run_1/congestion.png
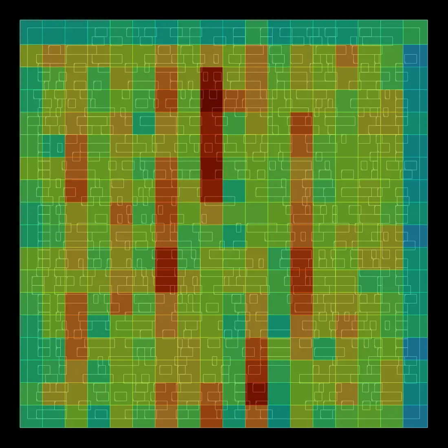
run_1/placement_by_type.png
Scale bar: 20 um.
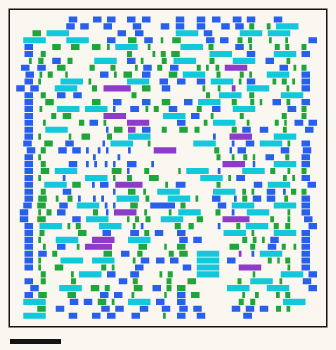
run_1/flops_by_reg.png
Scale bar: 20 um. Other sequential cells in the stronger gray, the rest of the logic in the fainter gray.
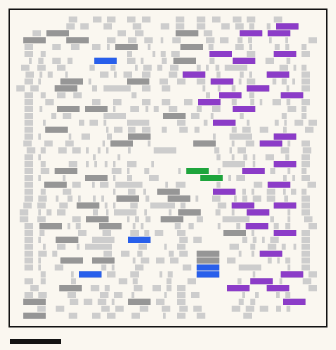
File: src/rtl/apb_ctrl_pkg.sv
// Shared types and constants for the two-client APB master arbiter.
package apb_ctrl_pkg;

  localparam int APB_ADDR_W = 5;
  localparam int APB_DATA_W = 32;

  localparam int CLI0 = 0;
  localparam int CLI1 = 1;

  typedef enum logic [1:0] {
    IDLE   = 2'd0,
    SETUP  = 2'd1,
    ACCESS = 2'd2
  } apb_state_e;

endpackage

File: src/rtl/rr_arb2.sv
// Two-way round-robin arbiter; owns the priority pointer, which moves past the winner on each grant.
module rr_arb2
  import apb_ctrl_pkg::*;
(
  input  logic       clk_i,
  input  logic       rst_i,
  input  logic [1:0] req_i,
  input  logic       advance_i,
  output logic [1:0] grant_o
);

  logic pointer_q;
  logic pointer_d;

  always_comb begin
    grant_o = 2'b00;
    unique case (req_i)
      2'b01:   grant_o = 2'b01;
      2'b10:   grant_o = 2'b10;
      2'b11:   grant_o = pointer_q ? 2'b10 : 2'b01;
      default: grant_o = 2'b00;
    endcase
  end

  // A grant to client 0 hands priority to client 1 and vice versa.
  always_comb begin
    pointer_d = pointer_q;
    if (advance_i && (|grant_o)) begin
      pointer_d = grant_o[CLI0];
    end
  end

  always_ff @(posedge clk_i or posedge rst_i) begin
    if (rst_i) begin
      pointer_q <= 1'b0;
    end else begin
      pointer_q <= pointer_d;
    end
  end

endmodule

File: src/rtl/apb_master_arbiter.sv
// Two-client APB master: round-robin grant, IDLE/SETUP/ACCESS sequencing, per-client responses.
// Optional ACCESS timeout abort is enabled by defining APB_TIMEOUT_EN.
module apb_master_arbiter
  import apb_ctrl_pkg::*;
#(
  parameter int ADDR_W         = APB_ADDR_W,
  parameter int DATA_W         = APB_DATA_W,
  parameter int TIMEOUT_CYCLES = 16
) (
  input  logic                Pclk,
  input  logic                Prst,
  input  logic [1:0]          req_valid,
  input  logic [1:0]          req_write,
  input  logic [2*ADDR_W-1:0] req_addr,
  input  logic [2*DATA_W-1:0] req_wdata,
  output logic [1:0]          req_ready,
  output logic [1:0]          resp_valid,
  output logic [DATA_W-1:0]   resp_rdata,
  output logic                resp_err,
  output logic                Pselx,
  output logic                Penable,
  output logic                Pwrite,
  output logic [ADDR_W-1:0]   Paddr,
  output logic [DATA_W-1:0]   Pwdata,
  input  logic                Pready,
  input  logic                Pslverr,
  input  logic [DATA_W-1:0]   Prdata
);

  apb_state_e          state_q;
  logic                pselx_q;
  logic                penable_q;
  logic                pwrite_q;
  logic [ADDR_W-1:0]   paddr_q;
  logic [DATA_W-1:0]   pwdata_q;
  logic                owner_q;
  logic [1:0]          respValid_q;
  logic [DATA_W-1:0]   respRdata_q;
  logic                respErr_q;

  logic [1:0]          grant;
  logic                grantPoint;
  logic                doGrant;
  logic                complete;
  logic                tmoHit;
  logic                selIdx;
  logic                selWrite;
  logic [ADDR_W-1:0]   selAddr;
  logic [DATA_W-1:0]   selWdata;

  assign grantPoint = (state_q == IDLE) || ((state_q == ACCESS) && Pready);
  assign doGrant    = grantPoint && (|req_valid) && !Prst;
  assign complete   = (state_q == ACCESS) && Pready;
  assign req_ready  = doGrant ? grant : 2'b00;

  assign selIdx   = grant[CLI1];
  assign selWrite = req_write[selIdx];
  assign selAddr  = selIdx ? req_addr[2*ADDR_W-1:ADDR_W]   : req_addr[ADDR_W-1:0];
  assign selWdata = selIdx ? req_wdata[2*DATA_W-1:DATA_W] : req_wdata[DATA_W-1:0];

  rr_arb2 u_arb (
    .clk_i     (Pclk),
    .rst_i     (Prst),
    .req_i     (req_valid),
    .advance_i (doGrant),
    .grant_o   (grant)
  );

`ifdef APB_TIMEOUT_EN
  localparam int TMO_W = $clog2(TIMEOUT_CYCLES + 1);
  logic [TMO_W-1:0] tmoCnt_q;

  // Counts consecutive not-ready ACCESS cycles; any other cycle clears it.
  always_ff @(posedge Pclk or posedge Prst) begin
    if (Prst) begin
      tmoCnt_q <= '0;
    end else if ((state_q == ACCESS) && !Pready) begin
      tmoCnt_q <= tmoCnt_q + 1'b1;
    end else begin
      tmoCnt_q <= '0;
    end
  end

  assign tmoHit = (state_q == ACCESS) && !Pready && (tmoCnt_q == TMO_W'(TIMEOUT_CYCLES - 1));
`else
  assign tmoHit = 1'b0;
`endif

  always_ff @(posedge Pclk or posedge Prst) begin
    if (Prst) begin
      state_q     <= IDLE;
      pselx_q     <= 1'b0;
      penable_q   <= 1'b0;
      pwrite_q    <= 1'b0;
      paddr_q     <= '0;
      pwdata_q    <= '0;
      owner_q     <= 1'b0;
      respValid_q <= 2'b00;
      respRdata_q <= '0;
      respErr_q   <= 1'b0;
    end else begin
      respValid_q <= 2'b00;

      if (complete) begin
        respValid_q[owner_q] <= 1'b1;
        respRdata_q          <= pwrite_q ? '0 : Prdata;
        respErr_q            <= Pslverr;
      end else if (tmoHit) begin
        respValid_q[owner_q] <= 1'b1;
        respRdata_q          <= '0;
        respErr_q            <= 1'b1;
      end

      // A new grant always launches SETUP, even straight out of a completing ACCESS.
      if (doGrant) begin
        state_q   <= SETUP;
        pselx_q   <= 1'b1;
        penable_q <= 1'b0;
        pwrite_q  <= selWrite;
        paddr_q   <= selAddr;
        pwdata_q  <= selWdata;
        owner_q   <= selIdx;
      end else begin
        unique case (state_q)
          SETUP: begin
            state_q   <= ACCESS;
            penable_q <= 1'b1;
          end
          ACCESS: begin
            if (complete || tmoHit) begin
              state_q   <= IDLE;
              pselx_q   <= 1'b0;
              penable_q <= 1'b0;
            end
          end
          default: begin
            state_q   <= IDLE;
            pselx_q   <= 1'b0;
            penable_q <= 1'b0;
          end
        endcase
      end
    end
  end

  assign Pselx      = pselx_q;
  assign Penable    = penable_q;
  assign Pwrite     = pwrite_q;
  assign Paddr      = paddr_q;
  assign Pwdata     = pwdata_q;
  assign resp_valid = respValid_q;
  assign resp_rdata = respRdata_q;
  assign resp_err   = respErr_q;

endmodule

File: config.mk
export PLATFORM = sky130hd
export DESIGN_NAME = apb_master_arbiter
export DESIGN_NICKNAME = d
export VERILOG_FILES = /design/src/rtl/apb_ctrl_pkg.sv /design/src/rtl/rr_arb2.sv /design/src/rtl/apb_master_arbiter.sv
export SDC_FILE = /design/constraint.sdc
export NUM_CORES = 1
export LEC_CHECK = 0
export CAP_MARGIN = 25
export CELL_PAD_IN_SITES_DETAIL_PLACEMENT = 2
export CELL_PAD_IN_SITES_GLOBAL_PLACEMENT = 2
export CORE_MARGIN = 2
export CORE_UTILIZATION = 24
export CTS_CLUSTER_DIAMETER = 120
export DETAILED_ROUTE_END_ITERATION = 6
export GPL_TIMING_DRIVEN = 0
export PLACE_DENSITY_LB_ADDON = 0.1
export SLEW_MARGIN = 0
export SYNTH_ARGS = -nofsm -noshare
export SYNTH_HDL_FRONTEND = slang
export SYNTH_SLANG_ARGS = --single-unit
File: constraint.sdc
create_clock -name Pclk -period 6 [get_ports Pclk]
set_input_delay 1.2 -clock Pclk [delete_from_list [all_inputs] [get_ports Pclk]]
set_output_delay 1.2 -clock Pclk [all_outputs]
set_load 0.02 [all_outputs]
==> Flow_metrics.wiki, run 1 <==
== Flow metrics ==
{| class="wikitable"
! Metric !! Value
|-
| Main kind of combinational logic by area || simple AND/OR/NAND/NOR gates
|-
| Dominant kind of cell by area || buffers
|-
| Remaining routing DRC violations || 0
|-
| Final min period || about 4600 ps
|-
| Post-detailed-placement half-perimeter wirelength || roughly 10000 um
|-
| XOR Share, Synth || 0%
|-
| Worst Path Class, Setup || in2out
|-
| Number of logic stages on the critical path including buffering || 5
|-
| Depth of the worst hold-timing path || 1
|-
| CTS sink cnt || 78
|-
| Tap cell count || between 150 and 200
|-
| Combinational-cell power consumption || ~0.0011 W
|-
| Final cell count without fillers || around 740
|-
| Wire length of the first global-routing pass || between 20000 and 25000 um
|-
| CTS buffer count || 9
|-
| RSZ-0062 raised after global routing || false
|-
| Relative max-transition margin || about 65%
|-
| DIE HEIGHT || between 100 and 150 um
|-
| Post-cts hold buffer count || 0
|-
| Setup total negative slack || 0 ps
|-
| Multi-input logic area || between 0.001 and 0.0015 mm^2
|-
| Number of flops mapped to enable cells by yosys || 0
|-
| Count of buffers not belonging to the clock network in the layout || 227
|-
| Relative contribution of combinational cells to total power || between 40% and 50%
|-
| Top-count cell post-synth || sky130_fd_sc_hd__dfrtp_1
|-
| Final slew viol count || 0
|-
| Proportion of synthesized flip-flops having asynchronous set or reset || 100%
|-
| Grt ovf || 0
|-
| Finished layout cell area || 0.00602 mm^2
|-
| Post-synthesis instance area || 0.00350 mm^2
|-
| Data required time at the worst endpoint || between 4000 and 5000 ps
|-
| First DRT Iteration DRCs || roughly 110
|-
| DRT Pass-1 Iters || 4
|-
| Number of vias per cell || approximately 4.9
|-
| Total of fill cells in the finished design || between 1500 and 2000
|-
| Met3 track demand over resource in global routing || 4.73%
|-
| Number of nets with antenna violations after routing || 0
|-
| Via count of the routed design || 3601
|-
| Multiplexer share of the synthesized area || 0.607%
|-
| Max FO, Critical Path || 10
|-
| Tally of clock buffers in the finished layout || 10
|-
| Fraction of layout cells with a size suffix above 1 || 3.96%
|-
| Peak VDD IR || about 0.15 mV
|-
| Fraction of area in multi-input gates || 23.0%
|-
| Count of buffers inserted at the top-level ports || ~190
|-
| Data buffer area share || ~34%
|-
| Startpoint type of the worst setup path || primary input
|-
| Synthesized area divided by synthesized cell count || 10.0 um^2
|-
| Cell taking the most area after synthesis || sky130_fd_sc_hd__dfrtp_1
|-
| Run status || finished, final reports clean
|-
| P_leak || between 2 and 2.5 nW
|-
| Chip area || around 0.016 mm^2
|-
| Power dissipated by switching net loads || 0.000878 W
|-
| Comb_multi_in || 232
|-
| Top sig layer || met4
|-
| Path class of the lowest-slack min-delay path || reg2reg
|-
| Number of synthesized register bits || 78
|-
| Worst hold-check slack || around 460 ps
|-
| Critical-path top delay cell || sky130_fd_sc_hd__clkdlybuf4s50_1
|-
| Post-synthesis share of cell area spent on full adders, half adders and majority gates || 0%
|-
| Detail Route met2 WL || slightly below 7000 um
|-
| Simple logic cell fraction of the synthesized area || approximately 23%
|-
| Layout-stage area growth over the synthesis result || 71.8%
|-
| Crit-path cells || clkdlybuf4s50_1, nand2b_1, and4_1, clkbuf_1, clkdlybuf4s50_1
|-
| Power Internal || about 0.0017 W
|-
| Clock distribution area overhead in the final layout || approximately 6%
|-
| Proportion of synthesized chip area in sequential cells || 55.7%
|-
| Number of setup buffers added after CTS || 0
|-
| Synth cell types || 22
|-
| Synthesized netlist net count || between 400 and 500
|-
| TritonCTS clock tree || built
|-
| Cells after Synth || about 350
|-
| Final Net Count || roughly 670
|-
| Number of placed cells counting well taps || 724
|-
| CP endpoint kind || output port
|-
| Yosys Chip Area || between 0.003 and 0.004 mm^2
|-
| Die Wd || approximately 120 um
|-
| Main flop type after synthesis || sky130_fd_sc_hd__dfrtp_1
|-
| Register clock-pin slew on the reported worst setup and hold paths || ~60 ps
|-
| Diodes inserted || 0
|-
| Share of the clock period used by the worst path after layout || between 70% and 80%
|-
| Net switching fraction of the power || between 30 and 40%
|-
| Power attributed to the clock group || 0.000677 W
|-
| Biggest cell delay along the critical path || ~710 ps
|-
| Max-area cell share || 55.7%
|-
| Most common cell type on the critical path || sky130_fd_sc_hd__clkdlybuf4s50_1
|-
| Pre-placement core utilization || 24.4%
|-
| Buffers and inverters on the worst path || 3
|}
About congestion.png:
peak-usage layer in the global routing report: met2
GRT Util Overall: 17.9%
GR Layer Usage met1: 21.5%
routed length per instance: 18.6 um

About placement_by_type.png:
clock drivers and dummy loads: marked purple, cells 16, share of their area 6.3%. combinational and other logic: marked green, cells 235, share of their area 24%. remaining buffers and delay cells: marked blue, cells 227, share of their area 36%. sequential cells: marked cyan, cells 78, share of their area 34%.
number of cell rows: 44
core area: 0.0144 mm^2
sequential cell area share: 32.4%

About flops_by_reg.png:
resp_rdata: marked purple, placed flops 32, where a column on the right. resp_valid: marked green, placed flops 2. Paddr: marked blue, placed flops 5.
Another 39 sequential cells are not colored.
area of all sequential standard cells: 0.00195 mm^2
share of the core filled with cells: 41.9%

## run 1: flip-flops by register name, indices dropped and copies added (netlist names)
register,cells
Paddr,5
Pselx,1
Pwdata,32
Pwrite,1
owner_q,1
resp_err,1
resp_rdata,32
resp_valid,2
state_q,2
u_arb.pointer_q,1
## run 1: final timing paths
| kind | start | endpoint | slack [ps] |
|---|---|---|---|
| min reg2reg | owner_q | resp_valid[0] | 460 |
| min | owner_q | resp_valid[0] | 460 |
| max reg2reg | state_q[0] | Pwdata[3] | 3800 |
| max | Pready | req_ready[0] | 1390 |
| max in group asynchronous | Prst | Pwdata[22] | 4140 |
| min in group asynchronous | Prst | Pwdata[2] | 1270 |
run_1/logic_types.png
Scale bar: 20 um.
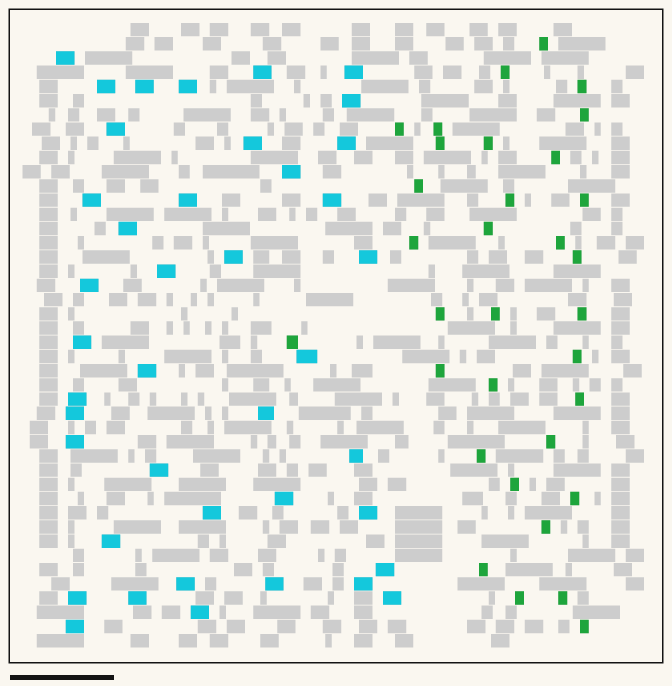

==> inputs of run 2 (changes only) <==
--- a/config.mk
+++ b/config.mk
@@ -9,7 +9,7 @@
 export CELL_PAD_IN_SITES_DETAIL_PLACEMENT = 2
 export CELL_PAD_IN_SITES_GLOBAL_PLACEMENT = 2
 export CORE_MARGIN = 2
-export CORE_UTILIZATION = 24
+export CORE_UTILIZATION = 22
 export CTS_CLUSTER_DIAMETER = 120
 export DETAILED_ROUTE_END_ITERATION = 6
 export GPL_TIMING_DRIVEN = 0
==> constraint.sdc (replaced) <==
create_clock -name Pclk -period 4.55 [get_ports Pclk]
set_input_delay 0.91 -clock Pclk [delete_from_list [all_inputs] [get_ports Pclk]]
set_output_delay 0.91 -clock Pclk [all_outputs]
set_load 0.02 [all_outputs]
run_2/logic_types.png
Scale bar: 50 um.
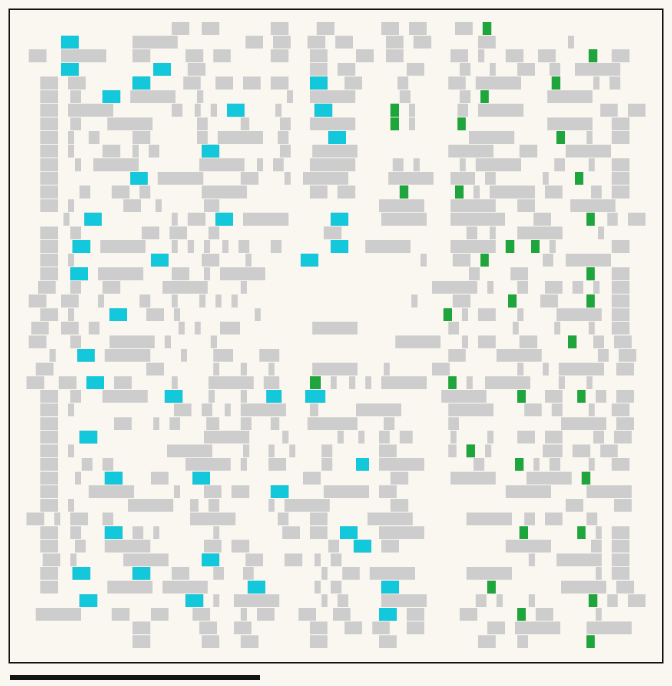
aoi and oai cells: marked green, cells 33, most used o21ai_0. non-inverting ao/oa cells: marked cyan, cells 41, most used a221o_1.

==> Flow_metrics.wiki, run 2 <==
== Flow metrics ==
{| class="wikitable"
! Metric !! Value
|-
| Run status || finished, final reports clean
|-
| Final slew viol count || 0 (unchanged)
|-
| Count of buffers inserted at the top-level ports || 189 (unchanged)
|-
| Number of synthesized register bits || 78 (unchanged)
|-
| Register clock-pin slew on the reported worst setup and hold paths || 60 ps (about the same)
|-
| Max FO, Critical Path || 10 (unchanged)
|-
| Number of vias per cell || 4.62 (-5.1%)
|-
| Main flop type after synthesis || sky130_fd_sc_hd__dfrtp_1
|-
| Worst hold-check slack || 455 ps (-8.70 ps)
|-
| Setup total negative slack || 0 ps (unchanged)
|-
| Number of setup buffers added after CTS || 0 (unchanged)
|-
| CTS buffer count || 9 (unchanged)
|-
| Buffers and inverters on the worst path || 3 (unchanged)
|-
| Number of flops mapped to enable cells by yosys || 0 (unchanged)
|-
| Proportion of synthesized flip-flops having asynchronous set or reset || 100% (unchanged)
|-
| Final cell count without fillers || 772 (+4.3%)
|-
| Combinational-cell power consumption || 0.00141 W (+32%)
|-
| Crit-path cells || clkdlybuf4s50_1, nor2_1, and4_1, clkbuf_1, clkdlybuf4s50_1
|-
| Synthesized area divided by synthesized cell count || 10.0 um^2 (unchanged)
|-
| Share of the core filled with cells || 38.2% (-3.7 points)
|-
| Data required time at the worst endpoint || 3640 ps (-1160 ps)
|-
| Reg-to-reg setup timing slack || 2380 ps (-1420 ps)
|-
| Path class of the lowest-slack min-delay path || reg2reg
|-
| CP endpoint kind || output port
|-
| Startpoint type of the worst setup path || primary input
|-
| Power dissipated by switching net loads || 0.00116 W (+32%)
|-
| Number of logic stages on the critical path including buffering || 5 (unchanged)
|-
| Cells after Synth || 350 (unchanged)
|-
| Number of nets with antenna violations after routing || 0 (unchanged)
|-
| Yosys Chip Area || 0.00350 mm^2 (unchanged)
|-
| Number of cell rows || 46 (+4.5%)
|-
| GR Layer Usage met1 || 19.6% (-1.9 points)
|-
| Relative contribution of combinational cells to total power || 43.4% (+1.9 points)
|-
| Layout-stage area growth over the synthesis result || 71.2%
|-
| Grt ovf || 0 (unchanged)
|-
| Peak-usage layer in the global routing report || met2
|-
| FF-to-FF End || Pwdata[7]
|-
| Relative max-transition margin || 65.2% (+0.59 points)
|-
| Pre-placement core utilization || 22.3% (-2.1 points)
|-
| Remaining routing DRC violations || 0 (unchanged)
|-
| DIE HEIGHT || 130 um (+4.3%)
|-
| Share of the clock period used by the worst path after layout || 87.7%
|-
| CTS sink cnt || 78 (unchanged)
|-
| GRT Util Overall || 16.6% (-1.3 points)
|-
| Power attributed to the clock group || 0.000736 W (+8.7%)
|-
| Post-synthesis instance area || 0.00350 mm^2 (unchanged)
|-
| Diodes inserted || 0 (unchanged)
|-
| Fraction of layout cells with a size suffix above 1 || 4.14% (+0.18 points)
|-
| Proportion of synthesized chip area in sequential cells || 55.7% (unchanged)
|-
| P_leak || 2.43 nW (-1.2%)
|-
| Core area || 0.0157 mm^2 (+9.4%)
|-
| Synthesized netlist net count || 464 (unchanged)
|-
| Most common cell type on the critical path || sky130_fd_sc_hd__clkdlybuf4s50_1
|-
| Final min period || ~4000 ps
|-
| Reg-to-Reg Start || state_q[0]
|-
| Power Internal || 0.00208 W (+23%)
|}
[run 2: cell count changes in the layout (fill, tap and decap cells not counted), sizes merged]
| cell | previous run | this run |
|---|---|---|
| bufinv | 4 | 1 |
| clkinv | 2 | 4 |
| clkinvlp | 0 | 1 |
[run 2: area by class of cell]
class	instances	area share, %
Sequential cell	78	32.6
Clock inverter	6	1.02
Inverter	3	0.230
Timing Repair Buffer	190	32.0
Tap cell	216	4.51
Clock buffer	10	3.99
Buffer	37	2.57
Multi-Input combinational cell	232	23.1
[run 2: cell families (layout without fill, tap and decap cells)]
group	Yosys count	after routing	share of synthesized area [%]
multiplexers	2	2	0.607
buffers and inverters	40	246	4.72
flip-flops	78	78	55.7
AND-OR/OR-AND	74	74	16.4
AND/OR/NAND/NOR	156	156	22.5
Power figures rest on the tool's default switching activity, not on a simulated workload.
